Figure 1. Supply network.
Pins as bars on the die edge.
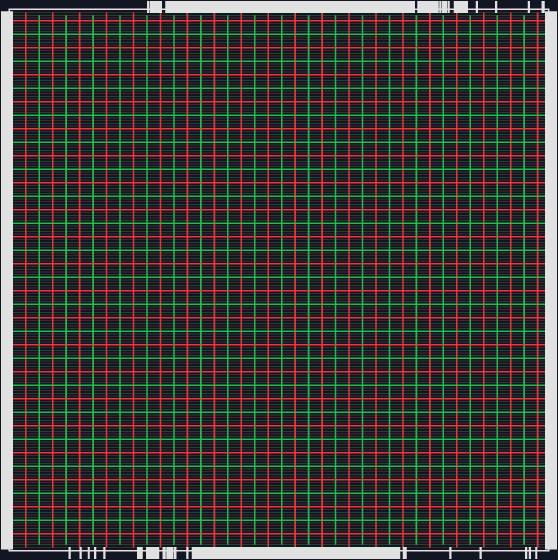
Figure 2. M4 wires.
(1 px per um)
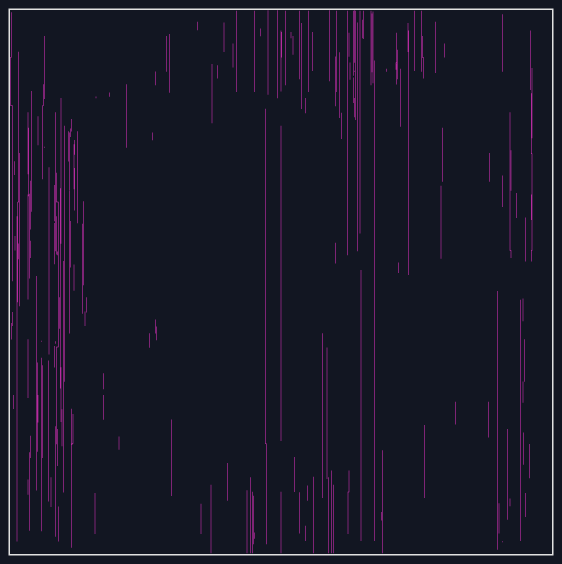
Figure 3. Clock network drawn from the DEF.
(1 px per um)
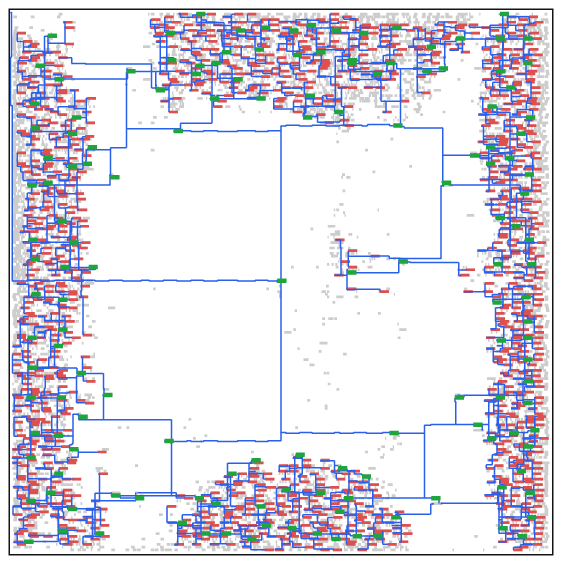
[src/rtl/RSA_pkg.sv]
// -----------------------------------------------------------------------------
// RSA_pkg
// Shared types for the RSAMont core and its word-serial bridge.
//   MOD_WIDTH      modulus / operand width in bits
//   KeyType        one MOD_WIDTH-bit operand
//   RSAMontModIn   packed request operands {base, msg, key, modulus}
//   RSAMontModOut  packed response {result}
//   WORD_WIDTH     default host stream word width
//   N_WORDS        words per operand at the default word width
//   N_FIELDS       operands per request
//   bridge_state_e word bridge FSM states
// -----------------------------------------------------------------------------
package RSA_pkg;

  localparam int MOD_WIDTH = 256;

  typedef logic [MOD_WIDTH-1:0] KeyType;

  typedef struct packed {
    KeyType base;
    KeyType msg;
    KeyType key;
    KeyType modulus;
  } RSAMontModIn;

  typedef struct packed {
    KeyType result;
  } RSAMontModOut;

  localparam int WORD_WIDTH = 32;
  localparam int N_WORDS    = MOD_WIDTH / WORD_WIDTH;
  localparam int N_FIELDS   = 4;

  typedef enum logic [1:0] {
    LOAD = 2'd0,
    REQ  = 2'd1,
    WAIT = 2'd2,
    SEND = 2'd3
  } bridge_state_e;

endpackage

[src/rtl/rsa_word_unpacker.sv]
// -----------------------------------------------------------------------------
// rsa_word_unpacker
// Captures a wide result and streams it out least-significant word first over
// a valid/ready interface. o_last marks the final word; done pulses on the
// handshake of that word.
//   clk, rst    clock, asynchronous active-low reset
//   load        capture load_data and start streaming next cycle
//   load_data   WORD_WIDTH*N_WORDS-bit value to stream
//   o_valid     output word valid
//   o_ready     downstream ready
//   o_word      current output word
//   o_last      high on the final word
//   done        final word handshake taking place this cycle
// -----------------------------------------------------------------------------
module rsa_word_unpacker #(
  parameter int WORD_WIDTH = 32,
  parameter int N_WORDS    = 8
) (
  input  logic                           clk,
  input  logic                           rst,
  input  logic                           load,
  input  logic [WORD_WIDTH*N_WORDS-1:0]  load_data,
  output logic                           o_valid,
  input  logic                           o_ready,
  output logic [WORD_WIDTH-1:0]          o_word,
  output logic                           o_last,
  output logic                           done
);

  localparam int CNT_W = (N_WORDS > 1) ? $clog2(N_WORDS) : 1;
  localparam logic [CNT_W-1:0] LAST_IDX = CNT_W'(N_WORDS - 1);

  logic [WORD_WIDTH*N_WORDS-1:0] shift_q, shift_d;
  logic [CNT_W-1:0]              cnt_q, cnt_d;
  logic                          active_q, active_d;
  logic                          fire;

  assign o_valid = active_q;
  // The shift register is zero outside a burst, so o_word idles at 0.
  assign o_word  = shift_q[WORD_WIDTH-1:0];
  assign o_last  = active_q && (cnt_q == LAST_IDX);
  assign fire    = active_q && o_ready;
  assign done    = fire && o_last;

  // NOTE: every combinational output gets its default first so no path
  // leaves a value unassigned and no latch is inferred.
  always_comb begin
    shift_d  = shift_q;
    cnt_d    = cnt_q;
    active_d = active_q;
    if (load) begin
      shift_d  = load_data;
      cnt_d    = '0;
      active_d = 1'b1;
    end else if (fire) begin
      shift_d = shift_q >> WORD_WIDTH;
      if (o_last) begin
        cnt_d    = '0;
        active_d = 1'b0;
      end else begin
        cnt_d = cnt_q + 1'b1;
      end
    end
  end

  // NOTE: state registers use non-blocking assignments so every flop
  // samples its _d value from before the edge.
  always_ff @(posedge clk or negedge rst) begin
    if (!rst) begin
      shift_q  <= '0;
      cnt_q    <= '0;
      active_q <= 1'b0;
    end else begin
      shift_q  <= shift_d;
      cnt_q    <= cnt_d;
      active_q <= active_d;
    end
  end

endmodule

[src/rtl/rsa_word_bridge.sv]
// -----------------------------------------------------------------------------
// rsa_word_bridge
// Word-serial host front-end for the RSAMont core. Collects base, msg, key and
// modulus (each LS word first), issues one request, waits for the result and
// streams it back LS word first. One job in flight.
//   clk, rst                 clock, asynchronous active-low reset
//   s_valid/s_ready/s_word   input word stream
//   m_valid/m_ready/m_in     request to RSAMont
//   r_valid/r_ready/r_out    response from RSAMont
//   o_valid/o_ready/o_word/o_last  output word stream
//   o_cycles                 cycles spent waiting for the last response
// Optional: define RSA_BRIDGE_PERF_EN to build the o_cycles latency counter;
// otherwise o_cycles is tied to 0.
// -----------------------------------------------------------------------------
module rsa_word_bridge
  import RSA_pkg::MOD_WIDTH, RSA_pkg::KeyType, RSA_pkg::RSAMontModIn,
         RSA_pkg::RSAMontModOut, RSA_pkg::N_FIELDS, RSA_pkg::bridge_state_e,
         RSA_pkg::LOAD, RSA_pkg::REQ, RSA_pkg::WAIT, RSA_pkg::SEND;
#(
  parameter int WORD_WIDTH = RSA_pkg::WORD_WIDTH
) (
  input  logic                  clk,
  input  logic                  rst,
  input  logic                  s_valid,
  output logic                  s_ready,
  input  logic [WORD_WIDTH-1:0] s_word,
  output logic                  m_valid,
  input  logic                  m_ready,
  output RSAMontModIn           m_in,
  input  logic                  r_valid,
  output logic                  r_ready,
  input  RSAMontModOut          r_out,
  output logic                  o_valid,
  input  logic                  o_ready,
  output logic [WORD_WIDTH-1:0] o_word,
  output logic                  o_last,
  output logic [31:0]           o_cycles
);

  localparam int N_WORDS = MOD_WIDTH / WORD_WIDTH;
  localparam int WCNT_W  = (N_WORDS > 1) ? $clog2(N_WORDS) : 1;
  localparam logic [WCNT_W-1:0] LAST_WORD  = WCNT_W'(N_WORDS - 1);
  localparam logic [1:0]        LAST_FIELD = 2'(N_FIELDS - 1);

  bridge_state_e     state_q, state_d;
  logic [WCNT_W-1:0] word_q, word_d;
  logic [1:0]        field_q, field_d;
  KeyType            ops_q [N_FIELDS];

  logic s_fire, m_fire, r_fire, send_done;

  // Handshake strobes depend only on registered state, so m_valid rises the
  // cycle after the last input word is accepted.
  assign s_ready = (state_q == LOAD);
  assign m_valid = (state_q == REQ);
  assign r_ready = (state_q == WAIT);

  assign s_fire = s_valid && s_ready;
  assign m_fire = m_valid && m_ready;
  assign r_fire = r_valid && r_ready;

  assign m_in.base    = ops_q[0];
  assign m_in.msg     = ops_q[1];
  assign m_in.key     = ops_q[2];
  assign m_in.modulus = ops_q[3];

  always_comb begin
    state_d = state_q;
    word_d  = word_q;
    field_d = field_q;
    case (state_q)
      LOAD: begin
        if (s_fire) begin
          if (word_q == LAST_WORD) begin
            word_d  = '0;
            field_d = field_q + 1'b1;
            if (field_q == LAST_FIELD) state_d = REQ;
          end else begin
            word_d = word_q + 1'b1;
          end
        end
      end
      REQ:  if (m_fire) state_d = WAIT;
      WAIT: begin
        if (r_fire) begin
          word_d  = '0;
          state_d = SEND;
        end
      end
      SEND:    if (send_done) state_d = LOAD;
      default: state_d = LOAD;
    endcase
  end

  always_ff @(posedge clk or negedge rst) begin
    if (!rst) begin
      state_q <= LOAD;
      word_q  <= '0;
      field_q <= '0;
    end else begin
      state_q <= state_d;
      word_q  <= word_d;
      field_q <= field_d;
    end
  end

  // NOTE: the operand store is cleared on reset because reset must present
  // all stored operands as 0 on m_in; a storage array that is only read
  // after being fully written would normally skip the reset.
  always_ff @(posedge clk or negedge rst) begin
    if (!rst) begin
      for (int f = 0; f < N_FIELDS; f++) ops_q[f] <= '0;
    end else if (s_fire) begin
      ops_q[field_q][word_q*WORD_WIDTH +: WORD_WIDTH] <= s_word;
    end
  end

  rsa_word_unpacker #(
    .WORD_WIDTH (WORD_WIDTH),
    .N_WORDS    (N_WORDS)
  ) u_unpacker (
    .clk       (clk),
    .rst       (rst),
    .load      (r_fire),
    .load_data (r_out.result),
    .o_valid   (o_valid),
    .o_ready   (o_ready),
    .o_word    (o_word),
    .o_last    (o_last),
    .done      (send_done)
  );

`ifdef RSA_BRIDGE_PERF_EN
  logic [31:0] cycles_q, cycles_d;

  // Cleared when a request is accepted, counts WAIT cycles, saturates, and
  // holds its value until the next request.
  always_comb begin
    cycles_d = cycles_q;
    if (m_fire) begin
      cycles_d = '0;
    end else if ((state_q == WAIT) && (cycles_q != '1)) begin
      cycles_d = cycles_q + 32'd1;
    end
  end

  always_ff @(posedge clk or negedge rst) begin
    if (!rst) cycles_q <= '0;
    else      cycles_q <= cycles_d;
  end

  assign o_cycles = cycles_q;
`else
  assign o_cycles = '0;
`endif

endmodule
[config.mk]
export PLATFORM = sky130hd
export DESIGN_NAME = rsa_word_bridge
export DESIGN_NICKNAME = d
export VERILOG_FILES = /design/src/rtl/RSA_pkg.sv /design/src/rtl/rsa_word_unpacker.sv /design/src/rtl/rsa_word_bridge.sv
export SDC_FILE = /design/constraint.sdc
export NUM_CORES = 1
export LEC_CHECK = 0
export ABC_AREA = 1
export CORE_AREA = 2 2 540 542
export DETAILED_ROUTE_END_ITERATION = 7
export DIE_AREA = 0 0 542 544
export GPL_ROUTABILITY_DRIVEN = 0
export SYNTH_ARGS = -nofsm -noshare
export SYNTH_HDL_FRONTEND = slang
export SYNTH_SLANG_ARGS = --single-unit
[constraint.sdc]
create_clock -name clk -period 3.3 [get_ports clk]
set_clock_uncertainty 0.05 [all_clocks]
set_input_delay 0.33 -clock clk [delete_from_list [all_inputs] [get_ports clk]]
set_output_delay 0.33 -clock clk [all_outputs]
set_load 0.03 [all_outputs]
==> results.json <==
{
  "status": "finished clean",
  "port_buffers": 1354,
  "ys.flops": 1291,
  "clock_buffer_count": 198,
  "hold_end": "u_unpacker.shift_q[18]",
  "wl_met3_um": 22300,
  "grt_pass1_wl_um": 368000,
  "r2r_setup_slack_ps": 240,
  "top_logic_kind": "simple AND/OR/NAND/NOR gates",
  "hold_depth": 3,
  "rsz0062_at_grt": "false",
  "cts_sinks": 1291,
  "syn_avg_cell_area_sq_um": 9.29,
  "vias_per_cell": 4.23,
  "fp_util": 0.175,
  "nMultiInputCombCells": 3609,
  "hpwl_um": 199000,
  "pwr-share-seq": 0.346,
  "slew_viol_final": 0,
  "syn_area_sq_um": 50600,
  "n_antenna_cell": 32,
  "met2_wirelength_um": 128000,
  "period_needed_ps": 3060,
  "crit_path_end": "m_in[453]",
  "grt_util_met3": 0.0432,
  "num_rows": 198,
  "power.internal_uw": 39300,
  "finalNonFillerCells": 10800,
  "nonClockInverterCount": 118,
  "h-tree-depth": 4,
  "p_total_uw": 66700,
  "common_cells": "nand2_1 (2,057), dfrtp_1 (1,291), nand3_1 (667)",
  "crit_arrival_ps": 3710,
  "cts_tree": "built",
  "cp-startpoint": "word_q[1]",
  "seq_share": 0.429
}
Notes on Figure 1 above:
[red] VSS
[green] VDD
met1 rails: 199
met5 straps: 39
signal pins: 1,387
Die H: 544 um
Worst VDD drop: 0.515 mV
Horiz. Die Dim: 542 um

Notes on Figure 2 above:
nets with wire on the layer: 147
share of all routed wire: 5.0%
main direction: vertical
wire length on this layer: 13,600 um
longest straight run: 480 um
final WL: 271,000 um
vias: 45,600

Notes on Figure 3 above:
[blue] clock wires | length: 19,500 um
[red] flip-flops | count: 1,291
[green] clock-net drivers | count: 150
flops lie: widely spread
Insertion Delay late pin: 850 ps
Clk pwr share: 0.259
Clock Power: 17,300 uW

Power figures rest on the tool's default switching activity, not on a simulated workload.
